**src/rtl/pmem_arbiter.sv**
```systemverilog
// Two-way arbiter sharing one physical-memory line port between the I-cache and D-cache miss paths.
// One transaction in flight; round-robin on contention; address/data/op latched at grant.
module pmem_arbiter #(
  parameter int LINE_W = 256,
  parameter int ADDR_W = 32
) (
  input  logic              clk,
  input  logic              rst,
  input  logic              i_pmem_read,
  input  logic [ADDR_W-1:0] i_pmem_address,
  output logic [LINE_W-1:0] i_pmem_rdata,
  output logic              i_pmem_resp,
  input  logic              d_pmem_read,
  input  logic              d_pmem_write,
  input  logic [ADDR_W-1:0] d_pmem_address,
  input  logic [LINE_W-1:0] d_pmem_wdata,
  output logic [LINE_W-1:0] d_pmem_rdata,
  output logic              d_pmem_resp,
  output logic              pmem_read,
  output logic              pmem_write,
  output logic [ADDR_W-1:0] pmem_address,
  output logic [LINE_W-1:0] pmem_wdata,
  input  logic [LINE_W-1:0] pmem_rdata,
  input  logic              pmem_resp
);

  typedef enum logic [1:0] {IDLE, I_BUSY, D_BUSY, DONE} state_e;

  state_e              state_q, state_d;
  logic                last_d_q, last_d_d;
  logic                wr_q, wr_d;
  logic [ADDR_W-1:0]   addr_q, addr_d;
  logic [LINE_W-1:0]   wdata_q, wdata_d;

  logic i_req, d_req, grant_i;

  assign i_req   = i_pmem_read;
  assign d_req   = d_pmem_read | d_pmem_write;
  // I wins when alone, or on contention when D had the previous grant
  assign grant_i = i_req & (~d_req | last_d_q);

  always_ff @(posedge clk or negedge rst) begin
    if (!rst) begin
      state_q  <= IDLE;
      last_d_q <= 1'b1;
    end else begin
      state_q  <= state_d;
      last_d_q <= last_d_d;
    end
  end

  always_ff @(posedge clk or negedge rst) begin
    if (!rst) begin
      wr_q    <= 1'b0;
      addr_q  <= '0;
      wdata_q <= '0;
    end else begin
      wr_q    <= wr_d;
      addr_q  <= addr_d;
      wdata_q <= wdata_d;
    end
  end

  always_comb begin
    state_d  = state_q;
    last_d_d = last_d_q;
    wr_d     = wr_q;
    addr_d   = addr_q;
    wdata_d  = wdata_q;
    case (state_q)
      IDLE: begin
        if (grant_i) begin
          state_d  = I_BUSY;
          last_d_d = 1'b0;
          addr_d   = i_pmem_address;
          wr_d     = 1'b0;
        end else if (d_req) begin
          state_d  = D_BUSY;
          last_d_d = 1'b1;
          addr_d   = d_pmem_address;
          wdata_d  = d_pmem_wdata;
          wr_d     = d_pmem_write;
        end
      end
      I_BUSY, D_BUSY: begin
        if (pmem_resp) state_d = DONE;
      end
      DONE:    state_d = IDLE;
      default: state_d = IDLE;
    endcase
  end

  // Strobes depend only on registered state, so they are glitch-free toward memory
  always_comb begin
    pmem_read   = (state_q == I_BUSY) | ((state_q == D_BUSY) & ~wr_q);
    pmem_write  = (state_q == D_BUSY) & wr_q;
    i_pmem_resp = pmem_resp & (state_q == I_BUSY);
    d_pmem_resp = pmem_resp & (state_q == D_BUSY);
  end

  assign pmem_address = addr_q;
  assign pmem_wdata   = wdata_q;
  assign i_pmem_rdata = pmem_rdata;
  assign d_pmem_rdata = pmem_rdata;

endmodule

```
**config.mk**
```make
export PLATFORM = sky130hd
export DESIGN_NAME = pmem_arbiter
export DESIGN_NICKNAME = d
export VERILOG_FILES = /design/src/rtl/pmem_arbiter.sv
export SDC_FILE = /design/constraint.sdc
export NUM_CORES = 1
export LEC_CHECK = 0
export ABC_AREA = 1
export CAP_MARGIN = 0
export CORE_AREA = 2 2 544 546
export DETAILED_ROUTE_END_ITERATION = 12
export DIE_AREA = 0 0 546 548
export GPL_ROUTABILITY_DRIVEN = 0
export PLACE_DENSITY = 0.3
export SYNTH_ARGS = -nofsm -noshare
export SYNTH_HDL_FRONTEND = slang
export SYNTH_SLANG_ARGS = --single-unit
```
**constraint.sdc**
```tcl
create_clock -name clk -period 1.7 [get_ports clk]
set_input_delay 0.255 -clock clk [delete_from_list [all_inputs] [get_ports clk]]
set_output_delay 0.255 -clock clk [all_outputs]
set_load 0.01 [all_outputs]
```
Figure 1. Clock distribution.
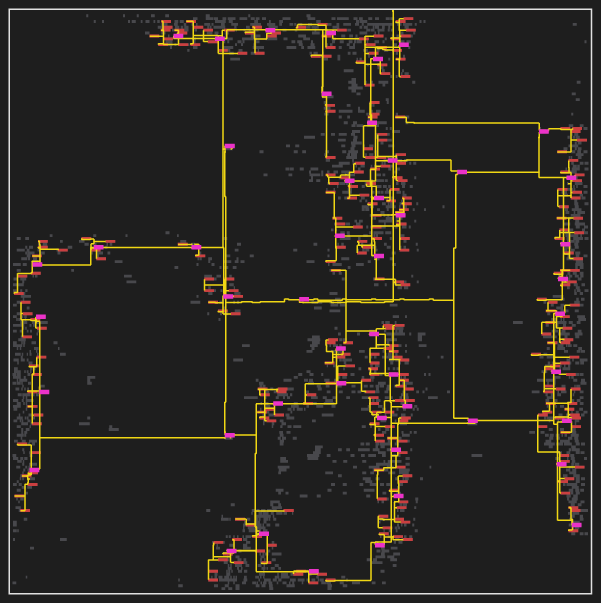
[clock-net drivers] magenta | count: 48
[flip-flops] red | count: 292
[clock wires] yellow | length: 8020 um
routed clock nets: 49
maximum clock skew at final layout: 23.0 ps
Clk. pwr: 11.0 mW
clock latency reported for the late side of the worst-skew pair: 690 ps

Figure 2. Routing congestion.
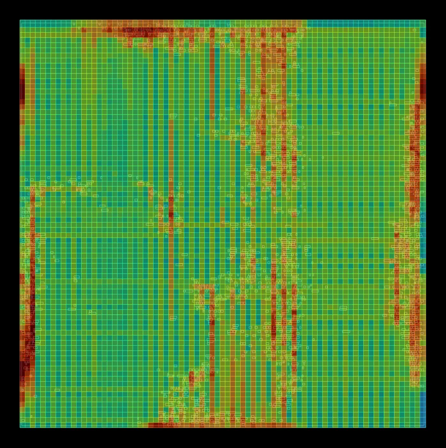
Most Crowded Layer GR: met2
global-route met2 utilization: 0.151
GR Util met3: 0.0981
GR met1 Demand/Resource: 0.0901
overall track demand over capacity in global routing: 0.101

Figure 3. Power grid.
Scale bar: 200 um. Pins as bars on the die edge.
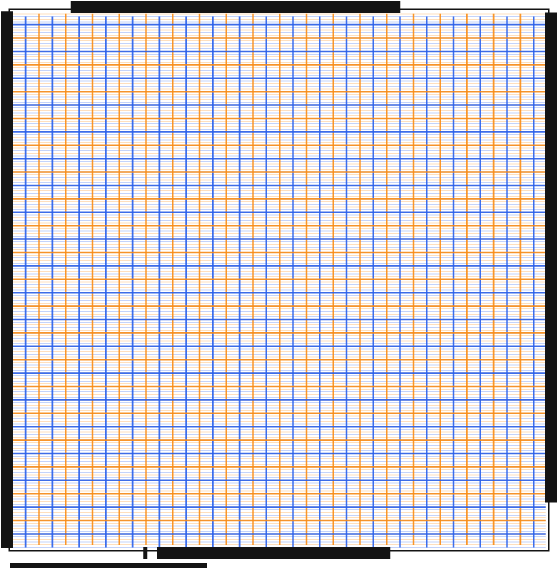
| net | colour |
|---|---|
| VSS | blue |
| VDD | orange |
met4 straps: 39
met1 rails: 200
signal pins: 1386
met5 straps: 39

Figure 4. Placement by cell class.
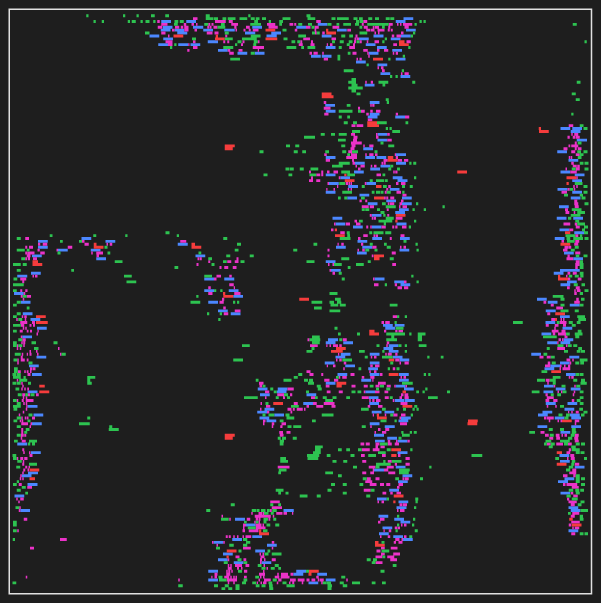
| class | colour | cells | share of their area |
|---|---|---|---|
| remaining buffers and delay cells | green | 824 | 35% |
| remaining logic cells | magenta | 1032 | 29% |
| clock drivers and dummy loads | red | 89 | 6.8% |
| registers | blue | 292 | 29% |
total core area: 293000 sq um
Finished Cell Area: 29900 sq um
standard-cell row count: 199

==> run notes <==
Item: results of the latest flow run.

- The total power is around 56 mW.
- The run finished, with violations left.
- The final worst slack is -293 ps.
- The compound-gate portion of the synthesized area is 0.00202.
- The fmax is 0.502 GHz.
- In this run the clock root is driven by a clkbuf_16.
- The capture point of the worst path is pmem_read.
- Looking at the clock tree report, the maximum root-to-sink buffer count equals 3.
- On the final layout, the worst hold slack is 120 ps.
- The global-route congestion overflow total is 0.
- The timing report notes that buffer and inverter cells on the critical path total 3.
- Measured on the final layout, the clock distribution area share stands at 0.0571.
- For this sky-water flow run, the detailed-routed wirelength per cell is reported as 26.5 um.
- The number of clock sinks is between 200 and 300.
- dfrtp_1 takes more of the synthesized area than any other cell.
- The final timing report derives a shortest allowable period of 1990 ps.
- Setup repair after global routing could not meet its margin everywhere.
- The deepest level of the CTS H-tree is 2.
- The combinational gate count is 958.
- The most area-hungry cell class in the final design is buffers.
- The first global-routing pass estimated ~190000 um of wire.
- The fraction of final cell area spent on non-clock buffers in this run is 0.295.
- The post-placement setup slack is -401 ps.
- Combinational power for this build is 31.4 mW.
- The number of hold buffers added after CTS was 1.
- In this run, synthesis inferred 0 flip-flops with an integrated enable.
- The final standard cell count with taps included and fillers excluded is 6161.
- The checks that failed: setup timing.
- Per the OpenROAD power report, leakage power amounts to approximately 12 nW.
- Of the total power, registers draw 0.239.
- The last timing report of the flow puts the setup violation total at 291.
- The fraction of synthesis flops using an asynchronous set or reset pin is 1.00.
- STA puts the critical path data arrival time at 1740 ps.
- The multi-input combinational area share is 0.228.
- During I/O placement, the number of pins put on the boundary was 1386.
Power is estimated from default activity; no workload was simulated.
